Fig. 1: metal 2
Drawn at 2 px/um.
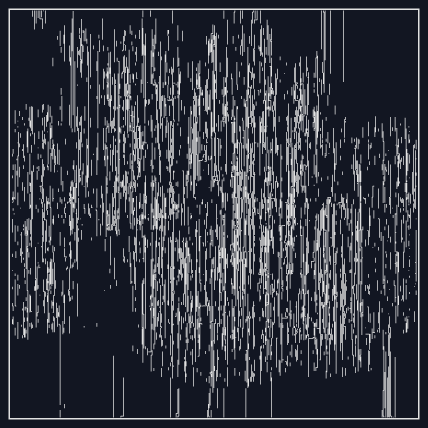
Fig. 2: port wiring
Drawn at 1.5 px/um.
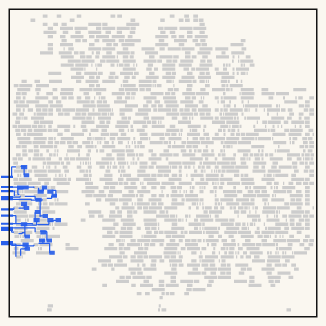
File: config.mk
export PLATFORM = sky130hd
export DESIGN_NAME = axil_csr_bank
export DESIGN_NICKNAME = d
export VERILOG_FILES = /design/src/rtl/axil_csr_bank.sv
export SDC_FILE = /design/constraint.sdc
export NUM_CORES = 1
export LEC_CHECK = 0
export CAP_MARGIN = 5
export CORE_UTILIZATION = 40
export DETAILED_ROUTE_END_ITERATION = 10
export PLACE_DENSITY = 0.68
export SYNTH_ARGS = -nofsm -noshare
export SYNTH_HDL_FRONTEND = slang
export SYNTH_SLANG_ARGS = --single-unit
File: constraint.sdc
create_clock -name clk -period 19.1 [get_ports clk]
set_input_delay 3.82 -clock clk [delete_from_list [all_inputs] [get_ports clk]]
set_output_delay 3.82 -clock clk [all_outputs]
set_load 0.02 [all_outputs]
File: src/rtl/axil_csr_bank.sv
// AXI4-Lite register bank: read/write CSRs, a free-running cycle counter, a VERSION
// constant, and an LED drive taken from register 0. Independent AW/W holding slots.
module axil_csr_bank #(
    parameter int          ADDR_W   = 21,
    parameter int          DATA_W   = 32,
    parameter int          ID_W     = 12,
    parameter int          NUM_REGS = 8,
    parameter int          LED_W    = 8,
    parameter logic [31:0] VERSION  = 32'h0001_0000
) (
    input  logic                clk,
    input  logic                rst,
    input  logic                s_axil_awvalid,
    output logic                s_axil_awready,
    input  logic [ADDR_W-1:0]   s_axil_awaddr,
    input  logic [2:0]          s_axil_awprot,
    input  logic [ID_W-1:0]     s_axil_awid,
    input  logic                s_axil_wvalid,
    output logic                s_axil_wready,
    input  logic [DATA_W-1:0]   s_axil_wdata,
    input  logic [DATA_W/8-1:0] s_axil_wstrb,
    output logic                s_axil_bvalid,
    input  logic                s_axil_bready,
    output logic [1:0]          s_axil_bresp,
    output logic [ID_W-1:0]     s_axil_bid,
    input  logic                s_axil_arvalid,
    output logic                s_axil_arready,
    input  logic [ADDR_W-1:0]   s_axil_araddr,
    input  logic [2:0]          s_axil_arprot,
    input  logic [ID_W-1:0]     s_axil_arid,
    output logic                s_axil_rvalid,
    input  logic                s_axil_rready,
    output logic [DATA_W-1:0]   s_axil_rdata,
    output logic [1:0]          s_axil_rresp,
    output logic [ID_W-1:0]     s_axil_rid,
    output logic                s_axil_rlast,
    output logic [LED_W-1:0]    LED
);

    localparam int          STRB_W      = DATA_W / 8;
    localparam int          B           = $clog2(STRB_W);
    localparam int          IW          = $clog2(NUM_REGS);
    localparam int          NUM_RW      = NUM_REGS - 2;
    localparam logic [1:0]  RESP_OKAY   = 2'b00;
    localparam logic [1:0]  RESP_SLVERR = 2'b10;

    logic                ready_en_q;
    logic                aw_full_q;
    logic [ADDR_W-1:0]   aw_addr_q;
    logic [ID_W-1:0]     aw_id_q;
    logic                w_full_q;
    logic [DATA_W-1:0]   w_data_q;
    logic [STRB_W-1:0]   w_strb_q;
    logic                bvalid_q;
    logic [1:0]          bresp_q;
    logic [ID_W-1:0]     bid_q;
    logic                rvalid_q;
    logic [DATA_W-1:0]   rdata_q;
    logic [1:0]          rresp_q;
    logic [ID_W-1:0]     rid_q;
    logic [DATA_W-1:0]   cnt_q;
    logic [DATA_W-1:0]   regs_q [NUM_RW];
    logic [DATA_W-1:0]   regs_d [NUM_RW];

    logic                aw_hs, w_hs, ar_hs, b_hs, r_hs;
    logic [ADDR_W-1:0]   wr_addr;
    logic [ID_W-1:0]     wr_id;
    logic [DATA_W-1:0]   wr_data;
    logic [STRB_W-1:0]   wr_strb;
    logic [IW-1:0]       wr_idx, rd_idx;
    logic                wr_go, wr_ok, rd_oor;
    logic [DATA_W-1:0]   rdata_d;
    logic [1:0]          rresp_d;
    logic                unused_prot;

    assign unused_prot = ^{s_axil_awprot, s_axil_arprot};

    // ready_en_q holds every ready low until the first edge after reset release
    assign s_axil_awready = ready_en_q && !aw_full_q && !bvalid_q;
    assign s_axil_wready  = ready_en_q && !w_full_q && !bvalid_q;
    assign s_axil_arready = ready_en_q && !rvalid_q;

    assign aw_hs = s_axil_awvalid && s_axil_awready;
    assign w_hs  = s_axil_wvalid && s_axil_wready;
    assign ar_hs = s_axil_arvalid && s_axil_arready;
    assign b_hs  = bvalid_q && s_axil_bready;
    assign r_hs  = rvalid_q && s_axil_rready;

    assign s_axil_bvalid = bvalid_q;
    assign s_axil_bresp  = bresp_q;
    assign s_axil_bid    = bid_q;
    assign s_axil_rvalid = rvalid_q;
    assign s_axil_rdata  = rdata_q;
    assign s_axil_rresp  = rresp_q;
    assign s_axil_rid    = rid_q;
    assign s_axil_rlast  = rvalid_q;
    assign LED           = regs_q[0][LED_W-1:0];

    // A channel arriving this cycle is used directly so the commit needs no extra cycle
    assign wr_addr = aw_full_q ? aw_addr_q : s_axil_awaddr;
    assign wr_id   = aw_full_q ? aw_id_q : s_axil_awid;
    assign wr_data = w_full_q ? w_data_q : s_axil_wdata;
    assign wr_strb = w_full_q ? w_strb_q : s_axil_wstrb;
    assign wr_go   = !bvalid_q && (aw_full_q || aw_hs) && (w_full_q || w_hs);
    assign wr_idx  = wr_addr[B +: IW];
    assign wr_ok   = ((wr_addr >> (B + IW)) == '0) && (wr_idx < IW'(NUM_RW));

    assign rd_idx  = s_axil_araddr[B +: IW];
    assign rd_oor  = (s_axil_araddr >> (B + IW)) != '0;

    always_comb begin
        for (int unsigned i = 0; i < NUM_RW; i++) begin
            regs_d[i] = regs_q[i];
            if (wr_go && wr_ok && wr_idx == IW'(i)) begin
                for (int unsigned b = 0; b < STRB_W; b++) begin
                    if (wr_strb[b]) regs_d[i][8*b +: 8] = wr_data[8*b +: 8];
                end
            end
        end
    end

    always_comb begin
        rdata_d = '0;
        rresp_d = RESP_OKAY;
        if (rd_oor) begin
            rresp_d = RESP_SLVERR;
        end else if (rd_idx == IW'(NUM_REGS - 1)) begin
            rdata_d[31:0] = VERSION;
        end else if (rd_idx == IW'(NUM_REGS - 2)) begin
            rdata_d = cnt_q;
        end else begin
            for (int unsigned i = 0; i < NUM_RW; i++) begin
                if (rd_idx == IW'(i)) rdata_d = regs_q[i];
            end
        end
    end

    always_ff @(posedge clk or posedge rst) begin
        if (rst) begin
            ready_en_q <= 1'b0;
            aw_full_q  <= 1'b0;
            aw_addr_q  <= '0;
            aw_id_q    <= '0;
            w_full_q   <= 1'b0;
            w_data_q   <= '0;
            w_strb_q   <= '0;
            bvalid_q   <= 1'b0;
            bresp_q    <= '0;
            bid_q      <= '0;
            rvalid_q   <= 1'b0;
            rdata_q    <= '0;
            rresp_q    <= '0;
            rid_q      <= '0;
            cnt_q      <= '0;
            for (int unsigned i = 0; i < NUM_RW; i++) regs_q[i] <= '0;
        end else begin
            ready_en_q <= 1'b1;
            cnt_q      <= cnt_q + DATA_W'(1);
            for (int unsigned i = 0; i < NUM_RW; i++) regs_q[i] <= regs_d[i];

            if (aw_hs) begin
                aw_full_q <= 1'b1;
                aw_addr_q <= s_axil_awaddr;
                aw_id_q   <= s_axil_awid;
            end
            if (w_hs) begin
                w_full_q <= 1'b1;
                w_data_q <= s_axil_wdata;
                w_strb_q <= s_axil_wstrb;
            end
            // Slots stay occupied until the response is taken; bvalid masks the commit meanwhile
            if (b_hs) begin
                bvalid_q  <= 1'b0;
                aw_full_q <= 1'b0;
                w_full_q  <= 1'b0;
            end
            if (wr_go) begin
                bvalid_q <= 1'b1;
                bresp_q  <= wr_ok ? RESP_OKAY : RESP_SLVERR;
                bid_q    <= wr_id;
            end

            if (ar_hs) begin
                rvalid_q <= 1'b1;
                rdata_q  <= rdata_d;
                rresp_q  <= rresp_d;
                rid_q    <= s_axil_arid;
            end else if (r_hs) begin
                rvalid_q <= 1'b0;
            end
        end
    end

endmodule

==> flow_metrics.env <==
# implementation run metrics
export IMPL_syn_area_mm2=0.0163
export IMPL_hold_class="reg2reg"
export IMPL_diodes=0
export IMPL_outcome="finished, final reports clean"
export IMPL_grtUsageMet3_pct=4.72
export IMPL_dr_pass1_iters=5
export IMPL_die_x_um=204
export IMPL_synth_cell_type_count=48
export IMPL_skew_ps=21.1
export IMPL_max_slew_margin_pct=24.8
export IMPL_post_route_util_pct=49.4
export IMPL_yosysCellCount=1294
export IMPL_clock_sinks=354
export IMPL_largest_reg_flops=184
export IMPL_cp_startpoint="rst"
export IMPL_ant_nets=0
export IMPL_rsz0062_at_grt="no"
export IMPL_min_to="s_axil_rdata[6]"
export IMPL_p_int_mw=1.49
export IMPL_vdd_drop_max_v=0.0000930
export IMPL_synth_edff_count=0
export IMPL_dieArea_mm2=0.0416
export IMPL_met1_length_um=18100
export IMPL_drtIter0Drc=656
export IMPL_clk_path_buf_depth=3
export IMPL_rows=73
Back to the opening pictures, Fig. 1:
share of all routed wire = 45%
wire length on this layer = 17500 um

Back to the opening pictures, Fig. 2:
s_axil_awid -> blue  # bits 12, direction input, end cells 24, buffers 12, wire 302 um

## cell type report
| type | count | area, um2 | area share, % |
|---|---|---|---|
| Multi-Input combinational cell | 850 | 7070 | 35.8 |
| Tap cell | 525 | 657 | 3.32 |
| Clock inverter | 11 | 131 | 0.664 |
| Clock buffer | 55 | 1130 | 5.70 |
| Timing Repair Buffer | 194 | 1890 | 9.54 |
| Inverter | 9 | 41.3 | 0.209 |
| Sequential cell | 354 | 8860 | 44.8 |
## per-stage QoR
step	setup WS, ps	power (mW)
floorplan	5460	1.21
global placement	11220	1.35
detailed placement	11160	1.36
CTS	11700	2.11
global route	11290	2.19
finish	12060	2.08
## critical path, cell delays in order
cell,delay (ps)
clkdlybuf4s50_1,490
inv_8,580
buf_4,810
buf_4,840
buf_4,880
Power and IR drop assume default switching activity.
